**config.mk**
```make
export PLATFORM = sky130hd
export DESIGN_NAME = index_decoder
export DESIGN_NICKNAME = d
export VERILOG_FILES = /design/src/rtl/index_decoder_pkg.sv /design/src/rtl/index_decoder_popcount.sv /design/src/rtl/index_decoder.sv
export SDC_FILE = /design/constraint.sdc
export NUM_CORES = 1
export LEC_CHECK = 0
export CAP_MARGIN = 20
export CORE_MARGIN = 2
export CORE_UTILIZATION = 42
export CTS_CLUSTER_DIAMETER = 30
export DETAILED_ROUTE_END_ITERATION = 6
export PLACE_DENSITY = 0.81
export SYNTH_ARGS = -nofsm -noshare
export SYNTH_HDL_FRONTEND = slang
export SYNTH_SLANG_ARGS = --single-unit
```
**constraint.sdc**
```tcl
create_clock -name clk -period 5.2 [get_ports clk]
set_clock_uncertainty 0.15 [all_clocks]
set_input_delay 0.78 -clock clk [delete_from_list [all_inputs] [get_ports clk]]
set_output_delay 0.78 -clock clk [all_outputs]
set_load 0.02 [all_outputs]
```
**src/rtl/index_decoder_pkg.sv**
```systemverilog
// Shared helpers for the index decoder: one-hot decode and range check.
package index_decoder_pkg;

    // Upper bound on any decoder width; helpers compute at this width and the
    // caller truncates to its own WIDTH.
    localparam int unsigned MAX_WIDTH = 1024;

    // 1 << idx, or all-zero when idx falls outside [0, width).
    function automatic logic [MAX_WIDTH-1:0] onehot(input int unsigned idx,
                                                   input int unsigned width);
        logic [MAX_WIDTH-1:0] res;
        res = '0;
        if (idx < width && idx < MAX_WIDTH) begin
            res = MAX_WIDTH'(1) << idx;
        end
        return res;
    endfunction

    function automatic logic in_range(input int unsigned idx,
                                      input int unsigned width);
        return (idx < width);
    endfunction

endpackage

```
**src/rtl/index_decoder_popcount.sv**
```systemverilog
// Combinational population count built as a recursive binary adder tree.
module popcount #(
    parameter int unsigned WIDTH = 32,
    parameter int unsigned CNT_W = $clog2(WIDTH + 1)
) (
    input  logic [WIDTH-1:0] bits_i,
    output logic [CNT_W-1:0] cnt_o
);

    // Split in halves until single bits remain, then sum the halves.
    if (WIDTH == 1) begin : g_leaf
        assign cnt_o = CNT_W'(bits_i);
    end else begin : g_node
        localparam int unsigned LO_W   = WIDTH / 2;
        localparam int unsigned HI_W   = WIDTH - LO_W;
        localparam int unsigned LO_CNT = $clog2(LO_W + 1);
        localparam int unsigned HI_CNT = $clog2(HI_W + 1);

        logic [LO_CNT-1:0] cnt_lo;
        logic [HI_CNT-1:0] cnt_hi;

        popcount #(.WIDTH(LO_W), .CNT_W(LO_CNT)) u_lo (
            .bits_i (bits_i[LO_W-1:0]),
            .cnt_o  (cnt_lo)
        );

        popcount #(.WIDTH(HI_W), .CNT_W(HI_CNT)) u_hi (
            .bits_i (bits_i[WIDTH-1:LO_W]),
            .cnt_o  (cnt_hi)
        );

        assign cnt_o = CNT_W'(cnt_lo) + CNT_W'(cnt_hi);
    end

endmodule

```
**src/rtl/index_decoder.sv**
```systemverilog
// Binary-to-one-hot event decoder with a registered output stage and a
// sticky pending-event vector retired by a per-bit clear mask.
// Optional duplicate-event detection: INDEX_DECODER_DUP_CHECK_EN.
module index_decoder
    import index_decoder_pkg::*;
#(
    parameter int unsigned WIDTH   = 32,
    parameter int unsigned WIDTH_W = $clog2(WIDTH),
    parameter int unsigned CNT_W   = $clog2(WIDTH + 1)
) (
    input  logic               clk,
    input  logic               rst_n,
    input  logic               id_valid,
    output logic               id_ready,
    input  logic [WIDTH_W-1:0] id_bin,
    input  logic [WIDTH-1:0]   clr,
    output logic               od_valid,
    input  logic               od_ready,
    output logic [WIDTH-1:0]   od_onehot,
    output logic [WIDTH-1:0]   od_pend,
    output logic [CNT_W-1:0]   od_cnt,
    output logic               od_err,
    output logic               od_dup
);

    logic               valid_q, valid_d;
    logic [WIDTH-1:0]   onehot_q, onehot_d;
    logic [WIDTH-1:0]   pend_q, pend_d;
    logic [CNT_W-1:0]   cnt_q, cnt_d;
    logic               err_q, err_d;
    logic               accept;
    logic               idx_ok;
    logic [WIDTH-1:0]   dec;
    logic [WIDTH-1:0]   set_mask;

    assign id_ready = !valid_q || od_ready;
    assign accept   = id_valid && id_ready;
    assign idx_ok   = in_range(32'(id_bin), WIDTH);
    assign dec      = WIDTH'(onehot(32'(id_bin), WIDTH));
    assign set_mask = accept ? dec : '0;

    // Output stage next state and pending update; set beats clear on a shared bit.
    always_comb begin
        valid_d  = valid_q;
        onehot_d = onehot_q;
        err_d    = 1'b0;
        if (accept) begin
            valid_d  = 1'b1;
            onehot_d = dec;
            err_d    = !idx_ok;
        end else if (od_ready) begin
            valid_d  = 1'b0;
        end
        pend_d = (pend_q & ~clr) | set_mask;
    end

    // Count is taken on the next pending state so it lines up with od_pend.
    popcount #(.WIDTH(WIDTH), .CNT_W(CNT_W)) u_popcount (
        .bits_i (pend_d),
        .cnt_o  (cnt_d)
    );

    // State registers.
    always_ff @(posedge clk or negedge rst_n) begin
        if (!rst_n) begin
            valid_q  <= 1'b0;
            onehot_q <= '0;
            pend_q   <= '0;
            cnt_q    <= '0;
            err_q    <= 1'b0;
        end else begin
            valid_q  <= valid_d;
            onehot_q <= onehot_d;
            pend_q   <= pend_d;
            cnt_q    <= cnt_d;
            err_q    <= err_d;
        end
    end

`ifdef INDEX_DECODER_DUP_CHECK_EN
    logic dup_q;
    logic dup_hit;

    // A bit cleared in the same cycle was retired, so re-setting it is not a duplicate.
    assign dup_hit = accept && idx_ok && (|(pend_q & ~clr & dec));

    // Sticky duplicate flag, cleared only by reset.
    always_ff @(posedge clk or negedge rst_n) begin
        if (!rst_n) begin
            dup_q <= 1'b0;
        end else begin
            dup_q <= dup_q | dup_hit;
        end
    end

    assign od_dup = dup_q;
`else
    assign od_dup = 1'b0;
`endif

    assign od_valid  = valid_q;
    assign od_onehot = onehot_q;
    assign od_pend   = pend_q;
    assign od_cnt    = cnt_q;
    assign od_err    = err_q;

endmodule

```
==> run_1/class_map.png <==
The bar under the picture is 20 µm long.
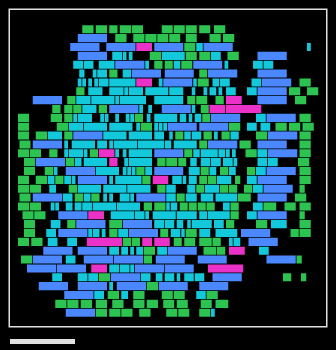
Key: cyan = remaining logic cells [cells 215, share of their area 34%]; green = remaining buffers and delay cells [cells 180, share of their area 29%]; magenta = clock drivers and dummy loads [cells 15, share of their area 4.4%]; blue = registers [cells 71, share of their area 32%]

==> run_1/gates.png <==
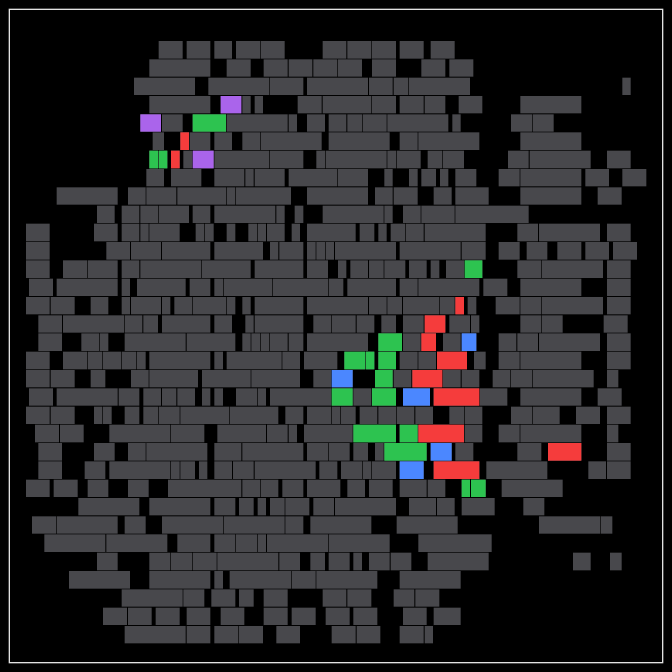
Key: purple = xor and xnor cells [cells 3]; red = nor cells [cells 11]; blue = and/or cells [cells 5]; green = nand cells [cells 16]

==> COMMIT_EDITMSG, run 1 <==
Add synthesis and place-and-route results

- The flow ran to the end, but the final reports show violations.
- The checks that failed: negative setup slack.
- For this run, the script counts the antenna cells in the layout as 0.
* Worst path slowest cell: sky130_fd_sc_hd__fa_2
* Critical register-to-register path startpoint: od_valid
* Yosys chip area: 3640 µm²
- Cell chain of the critical path: buf_4 > and3b_2 > nand3b_1 > o22ai_4 > fa_1 > inv_2 > fa_2 > fa_2 > fa_1 > fa_1 > fa_1 > inv_2 > ha_4 > inv_2 > fa_2 > nand2b_4 > a21oi_2 > xor2_1
- Share of the core filled with cells in the final layout: 0.683
* Top power consumer group: sequential cells
- For flop-to-flop paths, the worst setup slack is -0.14 ns.
* Hold Fails Final Rpt: 0
* Cell family contributing the most delay on the critical path: adder cells
- Number of cells on the worst reg-to-reg path: 18
- Most used DFF post-synth: sky130_fd_sc_hd__dfrtp_1
- The final layout contains 549 nets.
- GR met2 Demand/Resource: 0.387
* Data arrival time of the critical path: 5.64 ns
- The share of synthesized area in the top cell type comes to 0.489.
* Worst slew pin tran: 1.08 ns
- For this block, the via count after detailed routing is 3,118.
* Met3 layer usage reported by global route: 0.0527
* Required time of the critical path: 5.33 ns
- For the finished layout, the period the worst path requires is 5.51 ns.
- Internal power comes to 1.02 mW.
- Fraction of synthesized cell area in xor and xnor cells: 0.00723
* Cell seen most often among critical-path stages: sky130_fd_sc_hd__fa_1
- The routed design uses 844 µm of met3 wire.
* FMAX: 181 MHz
* DRT iter0 DRCs: 122
* Number of antenna violations at the first check in global routing: 0
- Per the synthesis report, the adder-cell share of the synthesized area is 0.156.
* Mux share of post-synthesis cell area: 0
* First-pass GRT wire length: 16,800 µm
- Quantity of gates resized following cts: 45
* Fp util: 0.438
- For reference, the post-synthesis area per instance comes to 12.1 µm².
- The critical path is of the primary input to flip-flop type.
* Beginning of the critical path: id_valid
* Area of the chip: 9420 µm²
- Std cell rows: 33
* Height of the die: 97.0 µm
- Once the clock tree was built, the setup fixing pass inserted 15 buffers.
* Clock-net power: 542 µW
- Number of endpoints failing setup at the final stage: 5
- Final worst slack: -0.315 ns
- The script reports the combined buffer and inverter count of the critical path as 4.
- The synthesis report lists the Yosys warning total as 0.
- Synth top cells by count: sky130_fd_sc_hd__dfrtp_1, sky130_fd_sc_hd__inv_1, sky130_fd_sc_hd__o22ai_1
- In the post-route report, total wirelength is listed as 10,700 µm.
- For this block, wires on met1 add up to 4140 µm.
- The switching portion of total power comes to 0.255.
- Reg2Reg Capture Point: od_cnt[4]
- For this run, design rule violations remaining after detail routing come to 0.
* CTS sink cnt: 71
- The synthesis run identifies the leading combinational cell family as AND-OR/OR-AND gates.
- Per the detail_route log, the uppermost layer with routed signals is met4.
* Worst slew margin relative to its limit: 0.276
- Most common cell in the netlist: sky130_fd_sc_hd__dfrtp_1
==> run_1/ff_map.png <==
The bar under the picture is 20 µm long. Other sequential cells in the stronger grey, the rest of the logic in the fainter grey.
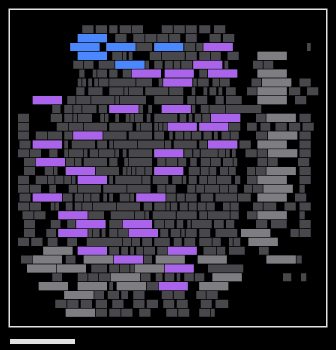
Key: blue = od_cnt [placed flops 6]; purple = od_pend [placed flops 32]

## run 1: cell type report
type	instances	area, µm²	area share
Clock buffer	10	138	0.0243
Multi-Input combinational cell	155	1660	0.294
Sequential cell	71	1780	0.314
Tap cell	105	131	0.0232
Clock inverter	5	106	0.0188
Timing Repair Buffer	180	1620	0.286
Inverter	60	228	0.0402
## run 1: metrics by stage
stage          hold WS (ns)  setup TNS, ns  setup WS (ns)  instance area, µm²  instances
6_report              0.346          -1.02         -0.315                5670        586
5_1_grt               0.367          -1.85         -0.472                5670        586
3_5_place_dp          0.324          -5.92          -1.21                5190        551
4_1_cts               0.346          -1.28         -0.403                5610        581
3_3_place_gp          0.329          -5.38          -1.09                5190        551
2_1_floorplan         0.334          -1.58         -0.460                3690        302
==> run 1 -> run 2 <==
CELL_PAD_IN_SITES_DETAIL_PLACEMENT = 0   (was unset)
CELL_PAD_IN_SITES_GLOBAL_PLACEMENT = 2   (was unset)
CORE_ASPECT_RATIO = 0.6   (was unset)
CORE_UTILIZATION = 27   (was 42)
PLACE_DENSITY = 0.82   (was 0.81)
==> run_2/class_map.png <==
The bar under the picture is 50 µm long.
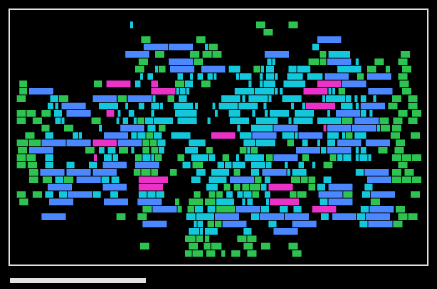
core area: 13,000 µm²
std cell rows: 32
share of the core filled with cells in the final layout: 0.446

==> run 2 against run 1 <==
Compared with the run above:
- the flow still finishes with violations (negative setup slack)
- synthesized cell count unchanged
- clock power increased by about 30%
- combinational power increased by 3%
- die area increased by 53%
- critical path depth increased by 1
- sequential share of layout area decreased by 0.74 points
- count of clock-buffer cells in the layout increased by 1
- largest cell class unchanged
==> COMMIT_EDITMSG, run 2 <==
Add synthesis and place-and-route results

* Outcome: complete, but fails checks
* Violations in the final reports: negative setup slack
- The cell family contributing the most delay on the critical path is adder cells.
- The number of antenna violations at the first check in global routing was 0 (unchanged).
* Number of design rule violations left after detail routing: 0 (unchanged)
- The power report attributes to the sequential group a share of 0.376.
- Number of endpoints failing setup at the final stage: 5 (unchanged)
* Number of multi-input combinational cells: 155 (unchanged)
* Worst skew pair latency: 0.33 ns
* Largest combinational cell category by area: AND-OR/OR-AND gates
* Total Routed Length: 12,000 µm (+11%)
- The synthesized netlist occupies a cell area of 3640 µm².
- Fraction of synthesized cell area in xor and xnor cells: 0.00723 (unchanged)
- Required time of the critical path: 5.31 ns (-0.02 ns)
* Detail-routed via count per cell: 4.65
* DRT iter0 DRCs: 126 (+3.3%)
- Top Layer Used: met4
* Hold Fails Final Rpt: 0 (unchanged)
- The worst setup slack after layout is -0.332 ns (-0.0168 ns).
* Synthesized area per cell: 12.1 µm² (unchanged)
- The total number of tap cells is 170 (+62%).
- The die is 154 µm wide.
* Gr usage total: 0.175
- The footprint of the multi-input gates is 1690 µm² (+1.7%).
* Clock buffer count: 11 (+1)
* Mux share of post-synthesis cell area: 0 (unchanged)
- Type of the setup path with the least slack: primary input to flip-flop
- The count of sequential standard cells was 71 (unchanged).
- The transition at the pin with the smallest max-transition slack came to 0.798 ns (-0.285 ns).
* Height of the die: 93.9 µm (-3.3%)
* Met1 Usage GRT: 0.267
- Synthesis inferred 71 register bits.
* Count of non-CTS buffers in the layout: 167 (-7.2%)
- Internal Power: 1.16 mW (+14%)
- CTS sink cnt: 71 (unchanged)
- Multi-input combinational area share: 0.292 (-0.00201)
* Non-clock inverter count: 60 (unchanged)
* Most used DFF post-synth: sky130_fd_sc_hd__dfrtp_1
* Number of antenna cells inserted: 0 (unchanged)
- GR met2 Demand/Resource: 0.225 (-0.162)
- Final HPWL DP: 9210 µm
* Post-route insts no fill: 639 (+9.0%)
* Reg2Reg Capture Point: od_cnt[4]
- Synth top cells by count: sky130_fd_sc_hd__dfrtp_1, sky130_fd_sc_hd__inv_1, sky130_fd_sc_hd__o22ai_1
* Clock network area share: 0.0584 (+0.0154)
* First-pass GRT wire length: 18,700 µm (+11%)
- The non-clock buffer area fraction after layout was 0.267 (-0.0189).
- Counting stages on the worst path, the most repeated cell is sky130_fd_sc_hd__fa_1.
- The launch point of the worst register-to-register path is recorded as od_valid.
- The worst setup path is captured at a flip-flop.
- Met3 layer usage reported by global route: 0.0715 (+0.0187)
- The share of synthesized cell area in full adder, half adder and majority cells came to 0.156 (unchanged).
- Fraction of power spent switching nets: 0.246 (-0.00907)
- The timing report shows that the slowest cell on the worst path is sky130_fd_sc_hd__fa_2.
* FMAX: 181 MHz (-0.30%)
- The number of placed cells counting well taps was 609 (+11%).
- The timing report gives the biggest stage delay along the critical path as 0.58 ns.
- WHS: 0.340 ns (-0.00559 ns)
* Clock root buffer: sky130_fd_sc_hd__clkbuf_16
- The top cell type's share of synthesized area is 0.489 (unchanged).
- The tightest slew margin relative to the limit is 0.468 (+0.192).
- Sorting the synthesized cells by area gives the leading types as sky130_fd_sc_hd__dfrtp_1, sky130_fd_sc_hd__fa_1, sky130_fd_sc_hd__inv_1, sky130_fd_sc_hd__o22ai_1, sky130_fd_sc_hd__a22o_1.
- The min-delay analysis places its worst path in the category flip-flop to flip-flop.
* Clock-net power: 706 µW (+30%)
- Fp util: 0.279 (-0.159)
- The routed metal-1 wire length is 6380 µm (+54%).
* Total area of sequential cells: 1780 µm² (unchanged)
- The worst path arrival time was 5.64 ns (about the same).
* Number of cells on the worst reg-to-reg path: 18 (unchanged)
* Setup slack after placement: -1.18 ns (+0.0254 ns)
* Cell chain of the critical path: buf_6 > buf_4 > nor3b_4 > nand3b_1 > o22ai_2 > fa_1 > inv_2 > fa_2 > fa_2 > fa_1 > fa_1 > fa_1 > inv_2 > ha_4 > inv_2 > fa_2 > nand2b_4 > a21oi_4 > xor2_1
- Yosys chip area: 3640 µm² (unchanged)
- The yosys warning tally came to 0 (unchanged).
- Internal reg-to-reg setup slack: -0.16 ns (-0.02 ns)
- Overall via count from detail_route: 2,969 (-4.8%)
* Most common cell in the netlist: sky130_fd_sc_hd__dfrtp_1
* Top power consumer group: the clock network
- The clock tree synthesis step divided the H-tree into 3 levels.
* Share of synthesized area occupied by flip-flops and latches: 0.489
- Beginning of the critical path: id_bin[1]
* Flop share of the area: 0.306 (-0.00744)
* Routed length on met3: 965 µm (+14%)
* Final Critical Period: 5.53 ns (+0.0168 ns)
- Final Net Count: 536 (-2.4%)
- Max-area cell class: flip-flops and latches
* Buffer-and-inverter tally for the worst setup path: 5 (+1)
* Area of the chip: 14,400 µm² (+53%)
* Portion of total power attributed to the clock network: 0.458
- The report gives the cell count of the worst hold path as 1.
run 2: cell counts after synthesis:
Identical to the previous run, type by type.
run 2: kinds of logic after synthesis:
group / count (synthesis)
adders and majority gates: 31
other: 1
buffers and inverters: 76
AOI/OAI and AO/OA: 87
xor gates and xnor gates: 3
DFF: 71
and+or+nand+nor: 32
run 2: repair_timing:
action                     in CTS  in global routing
resized                        58                 20
setup endpoints to repair       6                  5
setup buffers                  12                  3
hold buffers                    0                  0
pin swaps                      30                 20
run 2: per-stage QoR:
step	cell area (µm²)	power, mW	utilization	TNS, ns
global route	5800	1.61	0.446	-1.99
CTS	5730	1.54	0.440	-1.59
global placement	5230	0.816	0.402	-5.07
detailed placement	5230	0.819	0.402	-5.82
floorplan	3690	0.692	-	-1.58
finish	5800	1.54	0.446	-1.28
Power figures rest on the tool's default switching activity, not on a simulated workload.
